### config.mk
export PLATFORM = sky130hd
export DESIGN_NAME = clk_freq_monitor_flat
export DESIGN_NICKNAME = d
export VERILOG_FILES = /design/src/rtl/clk_freq_monitor_if.sv /design/src/rtl/clk_freq_monitor.sv /design/src/flat_wrapper.sv
export SDC_FILE = /design/constraint.sdc
export NUM_CORES = 1
export LEC_CHECK = 0
export CAP_MARGIN = 20
export CORE_MARGIN = 10
export CORE_UTILIZATION = 45
export DETAILED_ROUTE_END_ITERATION = 16
export GPL_TIMING_DRIVEN = 0
export PLACE_DENSITY = 0.72
export RECOVER_POWER = 50
export SKIP_CTS_REPAIR_TIMING = 1
export SYNTH_ARGS = -nofsm -noshare
export SYNTH_HDL_FRONTEND = slang
export SYNTH_SLANG_ARGS = --single-unit
### constraint.sdc
create_clock -name clk_ref -period 5.4 [get_ports clk_ref]
set_input_delay 1.62 -clock clk_ref [delete_from_list [all_inputs] [get_ports clk_ref]]
set_output_delay 1.62 -clock clk_ref [all_outputs]
set_load 0.01 [all_outputs]
### src/rtl/clk_freq_monitor_if.sv
// rtl/clk_freq_monitor_if.sv - signal bundle between a clock-frequency monitor and its controller
// master drives monitored clocks, lock flags and configuration; slave is the monitor itself.
interface clk_freq_monitor_if #(
  parameter int NCLK   = 4,
  parameter int CNT_W  = 24,
  parameter int GATE_W = 24,
  parameter int UL_W   = 16
);
  logic [NCLK-1:0]       clk_test;
  logic [NCLK-1:0]       locked;
  logic [GATE_W-1:0]     gate_len;
  logic [NCLK*CNT_W-1:0] thr_lo;
  logic [NCLK*CNT_W-1:0] thr_hi;
  logic [NCLK-1:0]       clr;
  logic [NCLK*CNT_W-1:0] rate;
  logic                  update_stb;
  logic [NCLK-1:0]       in_range;
  logic [NCLK-1:0]       alarm_lo;
  logic [NCLK-1:0]       alarm_hi;
  logic [NCLK*UL_W-1:0]  unlocks;
  logic [NCLK-1:0]       lock_now;

  modport master (
    output clk_test, locked, gate_len, thr_lo, thr_hi, clr,
    input  rate, update_stb, in_range, alarm_lo, alarm_hi, unlocks, lock_now
  );

  modport slave (
    input  clk_test, locked, gate_len, thr_lo, thr_hi, clr,
    output rate, update_stb, in_range, alarm_lo, alarm_hi, unlocks, lock_now
  );
endinterface

### src/rtl/clk_freq_monitor.sv
// rtl/clk_freq_monitor.sv - gated edge counter measuring NCLK asynchronous clocks against clk_ref
// Counts synchronised rising edges per window, range-checks them and tracks PLL lock losses.
module clk_freq_monitor #(
  parameter int NCLK   = 4,
  parameter int CNT_W  = 24,
  parameter int GATE_W = 24,
  parameter int UL_W   = 16
) (
  input logic             clk_ref,
  input logic             aresetn,
  clk_freq_monitor_if.slave mon
);
  typedef enum logic [1:0] {IDLE = 2'd0, PRIME = 2'd1, RUN = 2'd2} state_t;

  localparam logic [CNT_W-1:0] CNT_MAX = '1;
  localparam logic [UL_W-1:0]  UL_MAX  = '1;

  state_t            state, state_nxt;
  logic [NCLK-1:0]   ts1, ts2, ts3;
  logic [NCLK-1:0]   ls1, ls2, ls3;
  logic [NCLK-1:0]   tedge, lfall;
  logic [GATE_W-1:0] gate_q, win_cnt;
  logic              at_end, win_clr, reload, capture;
  logic [CNT_W-1:0]  cnt     [NCLK];
  logic [CNT_W-1:0]  cnt_nxt [NCLK];
  logic [CNT_W-1:0]  rate_q  [NCLK];
  logic [UL_W-1:0]   ul_q    [NCLK];
  logic [NCLK-1:0]   lo, hi;
  logic [NCLK-1:0]   in_range_q, alarm_lo_q, alarm_hi_q;
  logic              stb_q;

  // Third flop of each chain only serves edge detection.
  always_ff @(posedge clk_ref or negedge aresetn) begin
    if (!aresetn) begin
      ts1 <= '0; ts2 <= '0; ts3 <= '0;
      ls1 <= '0; ls2 <= '0; ls3 <= '0;
    end else begin
      ts1 <= mon.clk_test; ts2 <= ts1; ts3 <= ts2;
      ls1 <= mon.locked;   ls2 <= ls1; ls3 <= ls2;
    end
  end

  assign tedge  = ts2 & ~ts3;
  assign lfall  = ~ls2 & ls3;
  assign at_end = (win_cnt == gate_q - GATE_W'(1));

  always_ff @(posedge clk_ref or negedge aresetn) begin
    if (!aresetn) state <= IDLE;
    else          state <= state_nxt;
  end

  always_comb begin
    state_nxt = state;
    case (state)
      IDLE:       if (mon.gate_len != '0) state_nxt = PRIME;
      PRIME, RUN: begin
        if (mon.gate_len == '0)  state_nxt = IDLE;
        else if (at_end)         state_nxt = (mon.gate_len != gate_q) ? PRIME : RUN;
      end
      default:    state_nxt = IDLE;
    endcase
  end

  // A window only reports when gate_len was stable across the whole of it.
  always_comb begin
    win_clr = 1'b1;
    reload  = 1'b0;
    capture = 1'b0;
    case (state)
      IDLE:  reload = 1'b1;
      PRIME: begin win_clr = at_end; reload = at_end; end
      RUN: begin
        win_clr = at_end;
        reload  = at_end;
        capture = at_end && (mon.gate_len == gate_q);
      end
      default: ;
    endcase
  end

  always_ff @(posedge clk_ref or negedge aresetn) begin
    if (!aresetn) begin
      win_cnt <= '0;
      gate_q  <= '0;
    end else begin
      win_cnt <= win_clr ? '0 : win_cnt + GATE_W'(1);
      if (reload) gate_q <= mon.gate_len;
    end
  end

  always_comb begin
    for (int i = 0; i < NCLK; i++) begin
      cnt_nxt[i] = (cnt[i] == CNT_MAX) ? CNT_MAX : cnt[i] + CNT_W'(tedge[i]);
      lo[i]      = cnt_nxt[i] < mon.thr_lo[i*CNT_W +: CNT_W];
      hi[i]      = (cnt_nxt[i] > mon.thr_hi[i*CNT_W +: CNT_W]) || (cnt_nxt[i] == CNT_MAX);
    end
  end

  always_ff @(posedge clk_ref or negedge aresetn) begin
    if (!aresetn) begin
      for (int i = 0; i < NCLK; i++) begin
        cnt[i]    <= '0;
        rate_q[i] <= '0;
        ul_q[i]   <= '0;
      end
    end else begin
      for (int i = 0; i < NCLK; i++) begin
        cnt[i] <= win_clr ? '0 : cnt_nxt[i];
        if (capture) rate_q[i] <= cnt_nxt[i];
        if (mon.clr[i])                    ul_q[i] <= '0;
        else if (lfall[i] && ul_q[i] != UL_MAX) ul_q[i] <= ul_q[i] + UL_W'(1);
      end
    end
  end

  // Setting an alarm takes priority over a coincident clear.
  always_ff @(posedge clk_ref or negedge aresetn) begin
    if (!aresetn) begin
      stb_q      <= 1'b0;
      in_range_q <= '0;
      alarm_lo_q <= '0;
      alarm_hi_q <= '0;
    end else begin
      stb_q      <= capture;
      if (capture) in_range_q <= ~lo & ~hi;
      alarm_lo_q <= (alarm_lo_q & ~mon.clr) | ({NCLK{capture}} & lo);
      alarm_hi_q <= (alarm_hi_q & ~mon.clr) | ({NCLK{capture}} & hi);
    end
  end

  for (genvar g = 0; g < NCLK; g++) begin : g_pack
    assign mon.rate[g*CNT_W +: CNT_W]  = rate_q[g];
    assign mon.unlocks[g*UL_W +: UL_W] = ul_q[g];
  end

  assign mon.update_stb = stb_q;
  assign mon.in_range   = in_range_q;
  assign mon.alarm_lo   = alarm_lo_q;
  assign mon.alarm_hi   = alarm_hi_q;
  assign mon.lock_now   = ls2;
endmodule
### src/flat_wrapper.sv
// flat-port wrapper written by rule: the top's interface ports become plain ports
module clk_freq_monitor_flat 
#(
  parameter int NCLK   = 4,
  parameter int CNT_W  = 24,
  parameter int GATE_W = 24,
  parameter int UL_W   = 16
)
  (clk_ref, aresetn, mon_clk_test, mon_locked, mon_gate_len, mon_thr_lo, mon_thr_hi, mon_clr, mon_rate, mon_update_stb, mon_in_range, mon_alarm_lo, mon_alarm_hi, mon_unlocks, mon_lock_now);
  clk_freq_monitor_if #(.NCLK(NCLK), .CNT_W(CNT_W), .GATE_W(GATE_W), .UL_W(UL_W)) mon_i ();
  input logic clk_ref;
  input logic aresetn;
  input wire logic [$bits(mon_i.clk_test)-1:0] mon_clk_test;
  input wire logic [$bits(mon_i.locked)-1:0] mon_locked;
  input wire logic [$bits(mon_i.gate_len)-1:0] mon_gate_len;
  input wire logic [$bits(mon_i.thr_lo)-1:0] mon_thr_lo;
  input wire logic [$bits(mon_i.thr_hi)-1:0] mon_thr_hi;
  input wire logic [$bits(mon_i.clr)-1:0] mon_clr;
  output wire logic [$bits(mon_i.rate)-1:0] mon_rate;
  output wire logic [$bits(mon_i.update_stb)-1:0] mon_update_stb;
  output wire logic [$bits(mon_i.in_range)-1:0] mon_in_range;
  output wire logic [$bits(mon_i.alarm_lo)-1:0] mon_alarm_lo;
  output wire logic [$bits(mon_i.alarm_hi)-1:0] mon_alarm_hi;
  output wire logic [$bits(mon_i.unlocks)-1:0] mon_unlocks;
  output wire logic [$bits(mon_i.lock_now)-1:0] mon_lock_now;
  assign mon_i.clk_test = mon_clk_test;
  assign mon_i.locked = mon_locked;
  assign mon_i.gate_len = mon_gate_len;
  assign mon_i.thr_lo = mon_thr_lo;
  assign mon_i.thr_hi = mon_thr_hi;
  assign mon_i.clr = mon_clr;
  assign mon_rate = mon_i.rate;
  assign mon_update_stb = mon_i.update_stb;
  assign mon_in_range = mon_i.in_range;
  assign mon_alarm_lo = mon_i.alarm_lo;
  assign mon_alarm_hi = mon_i.alarm_hi;
  assign mon_unlocks = mon_i.unlocks;
  assign mon_lock_now = mon_i.lock_now;
  clk_freq_monitor #(.NCLK(NCLK), .CNT_W(CNT_W), .GATE_W(GATE_W), .UL_W(UL_W)) u_core (.clk_ref(clk_ref), .aresetn(aresetn), .mon(mon_i));
endmodule
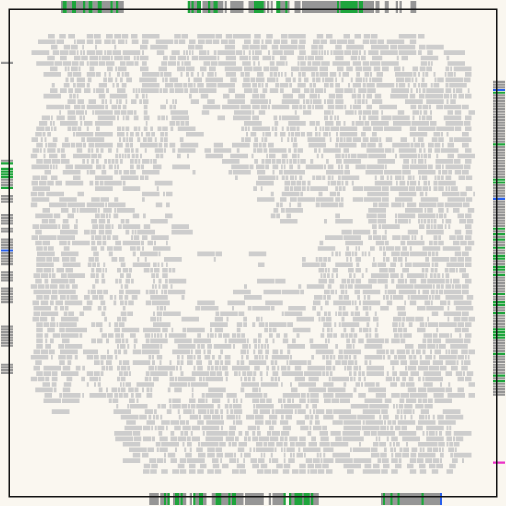
Fig. 1. Pin map (run 1).
Scale: 2 px per um. Pins as bars across the die edge, other pins in grey.
mon_thr_lo -> green  # pins 96, direction input, edge 38 north, 28 south, 24 east, 6 west
mon_clr -> blue  # pins 4, direction input, edge 2 east, 1 west, 1 south
aresetn -> magenta  # pins 1, direction input, edge east
all pins by edge = 129 north, 117 east, 109 south, 52 west

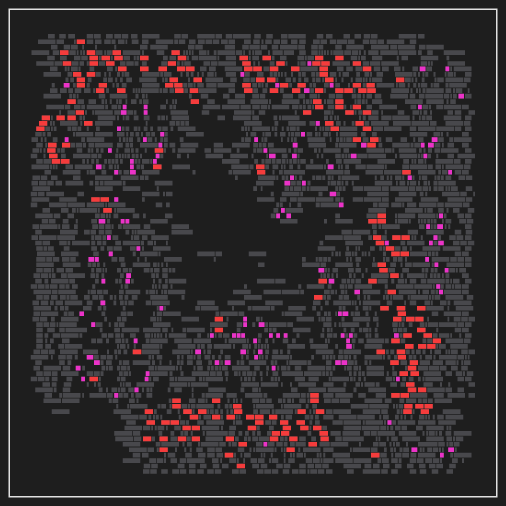
Fig. 2. Selected gate families (run 1).
Scale: 2 px per um.
adder and majority cells -> red  # cells 205, most used ha_1, where all over the die
AND and OR gates -> magenta  # cells 124, most used and3_1
Comb area share: 43.4%
Non-Filler Instances: 3,504
Top cell excl fill/tap: clkdlybuf4s50_1

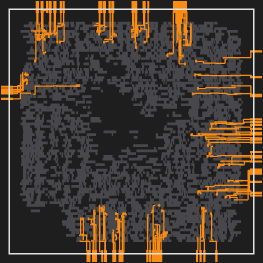
Fig. 3. Port wiring (run 1).
Scale: 1 px per um.
mon_thr_lo -> orange  # direction input, end cells 96, buffers 96, wire 4,020 um

==> results.json, run 1 <==
{
  "netlist_area_sq_um": 22400,
  "worstReg2RegStart": "u_core.cnt[28]$_DFF_PN0_",
  "r2r_slack_ns": 0.41,
  "rr_worst_depth": 16,
  "cts_sinks": 343,
  "register_area_sq_um": 8580,
  "p_per_area_nw_per_um2": 250,
  "syn_inst": 2357,
  "hold_ws_ns": 0.347,
  "vias": 19480,
  "vdd_drop_max_mv": 0.194,
  "die_h_um": 243,
  "rr_endpoint": "u_core.mon.alarm_hi[2]$_DFF_PN0_",
  "routed_via_density": 5.56,
  "die_w_um": 243,
  "fp-utilization_pct": 45.6,
  "drt_iter0_drc": 1073,
  "root_buffer": "clkbuf_16",
  "num_rows": 81,
  "drv_cap": 1,
  "clk_latency_ns": 0.57,
  "stdcell_area_sq_um": 28800,
  "fin_nets": 3241,
  "track_usage_pct": 23.3,
  "pwr-share-seq_pct": 38.4,
  "dpl.cell_count": 3426,
  "fin_ws_ns": 0.411,
  "drive_above_1_share_pct": 8.70,
  "hold_path_end": "u_core.ts2[3]$_DFF_PN0_",
  "yosys_cells": 2357,
  "cp_max_fo": 9,
  "gp_congestion": 0.923,
  "antenna_left": 0,
  "slowest_delay_ns": 0.72,
  "top_cells_by_count": "dfrtp_1, inv_1, ha_1, nor2_1, nand2_1",
  "power_leakage_nw": 14.1,
  "p_total_mw": 7.20,
  "fmax_mhz": 200,
  "place_area_sq_um": 27300,
  "crit_start": "u_core.cnt[28]$_DFF_PN0_",
  "tritoncts": "done",
  "gr-total-overflow": 0,
  "p_int_mw": 5.22,
  "clock_path_buffers": 3,
  "hpwl_um": 55800,
  "ys_ff": 343,
  "path_cells": "clkbuf_1, and4_1, clkbuf_1, and4_1, clkbuf_1, nand2_1, a41oi_1, ha_1, nand4_1, nor2_1, a21oi_1, o211ai_1, a2111oi_0, a21oi_1, a21oi_1, o22ai_1",
  "synth_chip_area_sq_um": 22400,
  "wl_per_cell_um": 20.2,
  "cts_inserted_buffers": 42,
  "slew_headroom_pct": -146,
  "fin_skew_ns": 0.0182,
  "ys_warn_count": 0,
  "drv_slew": 61,
  "tns_ns": 0,
  "avgSynthCellArea_sq_um": 9.49,
  "die_area_sq_um": 59000,
  "critPathSlowestCell": "a41oi_1",
  "p_comb_share_pct": 18.0,
  "drtPass1Iterations": 7,
  "fill_cells": 4248,
  "period_used_pct": 92.4,
  "hp-start": "u_core.ts1[3]$_DFF_PN0_",
  "switching_share_pct": 27.6,
  "tool_warnings": 34,
  "wl_um": 70600,
  "grt_pass1_wl_um": 112000,
  "finalHoldViolCount": 0,
  "top_area_cell": "dfrtp_1",
  "final_util_pct": 58.8,
  "synthTopCellsByArea": "dfrtp_1, ha_1, xor2_1",
  "io_buffers": 402,
  "min_path_type": "register to register",
  "failed_checks": "capacitance limit, slew limit",
  "path_clk_slew_ns": 0.06,
  "core_area_sq_um": 49100,
  "rsz0062_at_grt": "false",
  "cts_htree_levels": 2,
  "whs_path_depth": 0,
  "status": "finished with violations",
  "edf_count": 0,
  "arrival_ns": 5.41,
  "ff_type": "dfrtp_1",
  "endpoint": "u_core.mon.alarm_hi[2]$_DFF_PN0_",
  "critPathKind": "register to register",
  "setup_violations": 0,
  "tightestPinTransition_ns": 3.69,
  "synth_cell_type_count": 80,
  "min_period_ns": 4.99,
  "postSynthSeqShare_pct": 38.4,
  "endpoint_kind": "register",
  "synth_nets": 2792,
  "logic_area_sq_um": 12500,
  "synthArstFlopShare_pct": 100,
  "syn_to_final_growth_pct": 28.9,
  "grt_pass1_vias": 20124,
  "top_cell": "dfrtp_1",
  "power.switching_mw": 1.99,
  "p_clk_share_pct": 43.5,
  "antenna_found_initial": 0,
  "top_area_share_pct": 38.4,
  "io_pins": 407,
  "crit_required_ns": 5.82,
  "cp-start-kind": "register",
  "pre_cts_ws_ns": 0.292,
  "drc_errors": 0,
  "grt_max_degree": 113
}
==> run 1: power groups by stage <==
stage	combinational (mW)	clock [mW]	sequential, mW
global route	1.46	3.31	2.78
CTS	1.31	3.19	2.77
global placement	1.24	0	2.81
floorplan	0.775	0	2.79
finish	1.30	3.14	2.77
detailed placement	1.30	0	2.81
==> run 1: logic make-up (layout without fill, tap and decap cells) <==
group / after synthesis / count (layout) / share of synthesized area, %
other: 0 / 2 / 0
DFF: 343 / 343 / 38.4
muxes: 131 / 131 / 7.51
AOI/OAI and AO/OA: 366 / 366 / 10.5
buffers and inverters: 316 / 797 / 5.68
xor gates and xnor gates: 196 / 196 / 7.74
and+or+nand+nor: 800 / 800 / 18.8
adders and majority gates: 205 / 205 / 11.5
==> run 1: cell usage in the layout (no fill, tap or decap), types with 8 or more instances in the layout <==
| cell type | n |
|---|---|
| clkbuf_16 | 45 |
| xnor2_1 | 87 |
| mux2_4 | 59 |
| nand2b_1 | 19 |
| or3_1 | 17 |
| mux2_2 | 59 |
| a21oi_1 | 122 |
| nor3_1 | 43 |
| and2_1 | 8 |
| o22ai_1 | 11 |
| clkinv_2 | 8 |
| and4_1 | 28 |
| o21a_1 | 14 |
| a21o_1 | 41 |
| nand4_1 | 93 |
| clkbuf_1 | 57 |
| xor2_1 | 108 |
| a211oi_1 | 14 |
| a2111oi_0 | 9 |
| and3_1 | 45 |
| dlygate4sd3_1 | 8 |
| mux2i_1 | 13 |
| bufinv_16 | 8 |
| nand2_1 | 154 |
| dfrtp_1 | 343 |
| nand3_1 | 102 |
| o21ai_0 | 62 |
| buf_2 | 24 |
| nor4_1 | 36 |
| a31oi_1 | 18 |
| or4_1 | 12 |
| nor2b_1 | 42 |
| o31ai_1 | 8 |
| inv_1 | 231 |
| ha_1 | 205 |
| nor2_1 | 163 |
| o211ai_1 | 15 |
| clkdlybuf4s50_1 | 393 |
==> run 1: layer usage <==
layer,wire length (um),vias to the layer above,share of wire (%),GRT usage (%)
li1,-,9237,-,-
met1,29800,9479,42,28.8
met2,34400,621,49,40.0
met3,3780,143,5.4,3.80
met4,2560,0,3.6,8.93
met5,0,-,0,0
==> run 1: final cells by class <==
type,count,share of cell area (%)
multi-input combinational,1698,43.4
sequential,343,29.8
timing repair buffer,405,14.2
clock buffer,54,4.20
inverter,231,3.01
tap,664,2.88
buffer,85,1.40
clock inverter,22,1.13
antenna,2,0.0174
==> run 1: flip-flops by register name, indices dropped and copies added, names as in the netlist <==
register               count
u_core.ts2                 4
u_core.ls1                 4
u_core.gate_q             24
u_core.cnt                96
u_core.mon.lock_now        4
u_core.mon.alarm_hi        4
u_core.state               2
u_core.win_cnt            24
u_core.mon.alarm_lo        4
u_core.ls3                 4
u_core.mon.rate           96
u_core.mon.update_stb      1
u_core.ts3                 4
u_core.ts1                 4
u_core.mon.unlocks        64
u_core.mon.in_range        4
==> run 1: critical path: cells and delay by family, from the launching register on <==
kind | cells | cell delay, ns
and+or+nand+nor | 5 | 0.92
AOI/OAI and AO/OA | 7 | 2.41
adders and majority gates | 1 | 0.37
DFF | 1 | 0.32
buffers and inverters | 3 | 0.82
==> run 2, diff against run 1 <==
--- a/config.mk
+++ b/config.mk
@@ -6,10 +6,11 @@
 export NUM_CORES = 1
 export LEC_CHECK = 0
 export CAP_MARGIN = 20
-export CORE_MARGIN = 10
+export CORE_MARGIN = 2
 export CORE_UTILIZATION = 45
 export DETAILED_ROUTE_END_ITERATION = 16
 export GPL_TIMING_DRIVEN = 0
+export MAX_ROUTING_LAYER = met4
 export PLACE_DENSITY = 0.72
 export RECOVER_POWER = 50
 export SKIP_CTS_REPAIR_TIMING = 1
==> run 2 against run 1 <==
  * Largest power group unchanged
  * Largest cell class unchanged
  * Power is 2.1% lower
  * Via count rose by 0.22%
  * Hold slack worse by 0.0065 ns
  * Setup slack got worse by 0.12 ns
  * Clock skew up 0.0077 ns
  * Highest routed layer unchanged
  * The flow still finishes with violations (capacitance limit, slew limit)
  * Area after synthesis stayed put
  * Synthesized cell count stayed put
  * Register-to-register slack lost 0.12 ns
  * Global-route usage grew 3.4 points
  * Routed wire length decreased by 3.9%
==> results.json, run 2 <==
{
  "top_area_share_pct": 38.4,
  "failed_checks": "capacitance limit, slew limit",
  "routed_via_density": 5.57,
  "top_cells_by_count": "dfrtp_1, inv_1, ha_1, nor2_1, nand2_1",
  "min_period_ns": 5.11,
  "hold_path_end": "u_core.ts2[1]$_DFF_PN0_",
  "avgSynthCellArea_sq_um": 9.49,
  "top_area_cell": "dfrtp_1",
  "mux_area_share_pct": 7.51,
  "netlist_area_sq_um": 22400,
  "power.switching_mw": 1.96,
  "endpoint_kind": "register",
  "slew_headroom_pct": -115,
  "synthTopCellsByArea": "dfrtp_1, ha_1, xor2_1",
  "worstReg2RegStart": "u_core.ts2[2]$_DFF_PN0_",
  "antenna_left": 0,
  "p_comb_share_pct": 18.6,
  "ys_sh_xor_pct": 7.74,
  "tns_ns": 0,
  "vdd_drop_max_mv": 0.245,
  "critPathKind": "register to register",
  "drt_iter0_drc": 1208,
  "postSynthSeqShare_pct": 38.4,
  "place_area_sq_um": 27300,
  "synthArstFlopShare_pct": 100,
  "grt_pass1_vias": 19776,
  "vias": 19522,
  "drive_above_1_share_pct": 8.49,
  "io_pins": 407,
  "drtPass1Iterations": 5,
  "wl_per_cell_um": 19.4,
  "dpl.cell_count": 3426,
  "antenna_found_initial": 1,
  "ys_sh_simple_pct": 18.8,
  "cts_htree_levels": 2,
  "p_clk_share_pct": 42.0,
  "final_cell_mix": "clkdlybuf4s50_1, dfrtp_1, inv_1",
  "switching_share_pct": 27.8,
  "stdcell_area_sq_um": 28800,
  "tritoncts": "done",
  "fmax_mhz": 196,
  "track_usage_pct": 26.7,
  "fin_skew_ns": 0.0259,
  "min_path_type": "register to register",
  "p_int_mw": 5.09,
  "synth.cellmix.compoundShare_pct": 10.5,
  "clock_path_buffers": 3,
  "p_total_mw": 7.05,
  "syn_inst": 2357,
  "setup_violations": 0,
  "grt_max_degree": 118,
  "ys_sh_adder_pct": 11.5,
  "cp-start-kind": "register",
  "grt_pass1_wl_um": 106000,
  "finalHoldViolCount": 0,
  "drv_slew": 50,
  "gp_congestion": 0.912,
  "fp-utilization_pct": 45.6,
  "synth_chip_area_sq_um": 22400,
  "r2r_slack_ns": 0.29,
  "tightestPinTransition_ns": 3.22,
  "rr_endpoint": "u_core.mon.alarm_hi[2]$_DFF_PN0_",
  "synth_cell_type_count": 80,
  "top_logic_kind": "simple AND/OR/NAND/NOR gates",
  "status": "finished with violations",
  "drv_cap": 1,
  "logic_area_sq_um": 12500,
  "fill_cells": 4243,
  "ys_warn_count": 0,
  "p_per_area_nw_per_um2": 245,
  "gr-total-overflow": 0,
  "num_rows": 81,
  "rsz0062_at_grt": "false",
  "drc_errors": 0,
  "layout_top_cell": "clkdlybuf4s50_1",
  "edf_count": 0,
  "arrival_ns": 5.53,
  "hp-start": "u_core.ts1[1]$_DFF_PN0_",
  "synth_nets": 2792,
  "top_cell": "dfrtp_1",
  "power_leakage_nw": 14.1
}
==> run 2: cell counts after synthesis <==
No cell type changed its count.
==> run 2: cell families after synthesis <==
family	after synthesis
and+or+nand+nor	800
AOI/OAI and AO/OA	366
DFF	343
buffers and inverters	316
adders and majority gates	205
xor gates and xnor gates	196
muxes	131
==> run 2: critical path: cells and delay by family, from the launching register on <==
family | cells | cell delay [ns]
compound gates | 9 | 2.80
simple gates | 3 | 1.18
flops | 1 | 0.34
fa+ha+maj | 2 | 0.65
==> run 2: power groups by stage <==
stage | Combinational (mW) | Sequential [mW] | Clock, mW
6_report | 1.31 | 2.78 | 2.96
5_1_grt | 1.47 | 2.79 | 3.12
4_1_cts | 1.32 | 2.77 | 3.02
3_5_place_dp | 1.31 | 2.82 | 0
3_3_place_gp | 1.24 | 2.82 | 0
2_1_floorplan | 0.775 | 2.79 | 0
==> run 2: metal layers <==
layer / GRT usage, % / up-vias / wire (um)
met3: 3.69 / 163 / 3500
li1: - / 9243 / -
met1: 33.2 / 9503 / 28800
met2: 44.7 / 613 / 33000
met5: - / - / 0
met4: 9.80 / 0 / 2480
==> run 2: cell type report <==
type | instances | share of cell area, %
Inverter | 231 | 3.02
Sequential cell | 343 | 29.9
Clock inverter | 13 | 0.701
Multi-Input combinational cell | 1698 | 43.6
Buffer | 85 | 1.40
Antenna cell | 2 | 0.0174
Tap cell | 664 | 2.89
Timing Repair Buffer | 405 | 14.2
Clock buffer | 62 | 4.34
==> run 2: per-stage QoR <==
step | setup WS, ns | util [%]
global placement | -12.32 | 55.5
global route | 0.0311 | 58.6
finish | 0.294 | 58.6
CTS | 0.102 | 58.6
floorplan | 1.50 | -
detailed placement | 0.162 | 55.7
==> run 2: how the worst max path moves through the flow <==
stage / start / end / slack, ns
2_1_floorplan: u_core.ts3[3]$_DFF_PN0_ / u_core.mon.in_range[3]$_DFFE_PN0N_ / 1.50
3_3_place_gp: aresetn / u_core.mon.rate[10]$_DFFE_PN0N_ / -12.32
3_5_place_dp: u_core.cnt[40]$_DFF_PN0_ / u_core.mon.alarm_hi[2]$_DFF_PN0_ / 0.16
4_1_cts: u_core.cnt[40]$_DFF_PN0_ / u_core.mon.alarm_hi[2]$_DFF_PN0_ / 0.10
5_1_grt: u_core.cnt[28]$_DFF_PN0_ / u_core.mon.alarm_hi[2]$_DFF_PN0_ / 0.03
6_report: u_core.ts2[2]$_DFF_PN0_ / u_core.mon.alarm_hi[2]$_DFF_PN0_ / 0.29
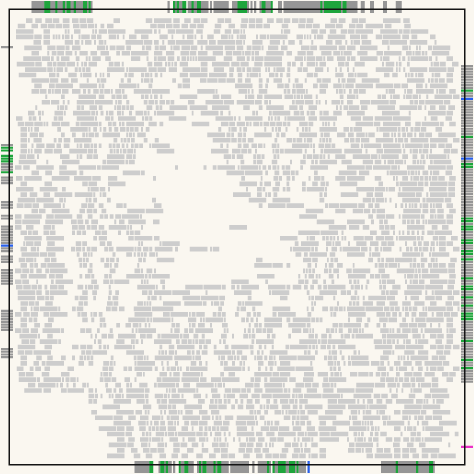
Fig. 4. Pin map (run 2).
Scale: 2 px per um. Pins as bars across the die edge, other pins in grey.
mon_clr -> blue  # pins 4, direction input, edge 2 east, 1 west, 1 south
mon_thr_lo -> green  # pins 96, direction input, edge 38 north, 28 south, 24 east, 6 west
aresetn -> magenta  # pins 1, direction input, edge east
all pins by edge = 130 north, 118 east, 109 south, 50 west
IO Port Bufs: 402
Die Wd: 227 um

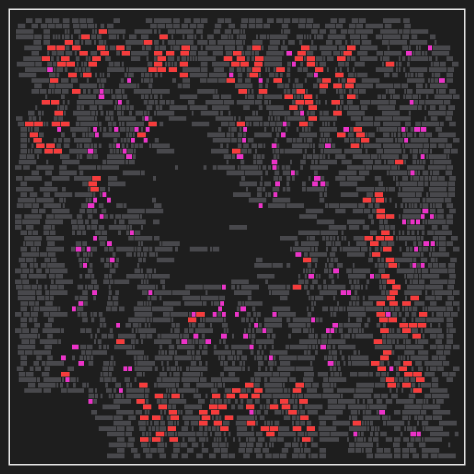
Fig. 5. Selected gate families (run 2).
Scale: 2 px per um.
AND and OR gates -> magenta  # cells 124, most used and3_1
adder and majority cells -> red  # cells 205, most used ha_1, where all over the die

No activity file was given, so power comes from the tool's default toggle rates.
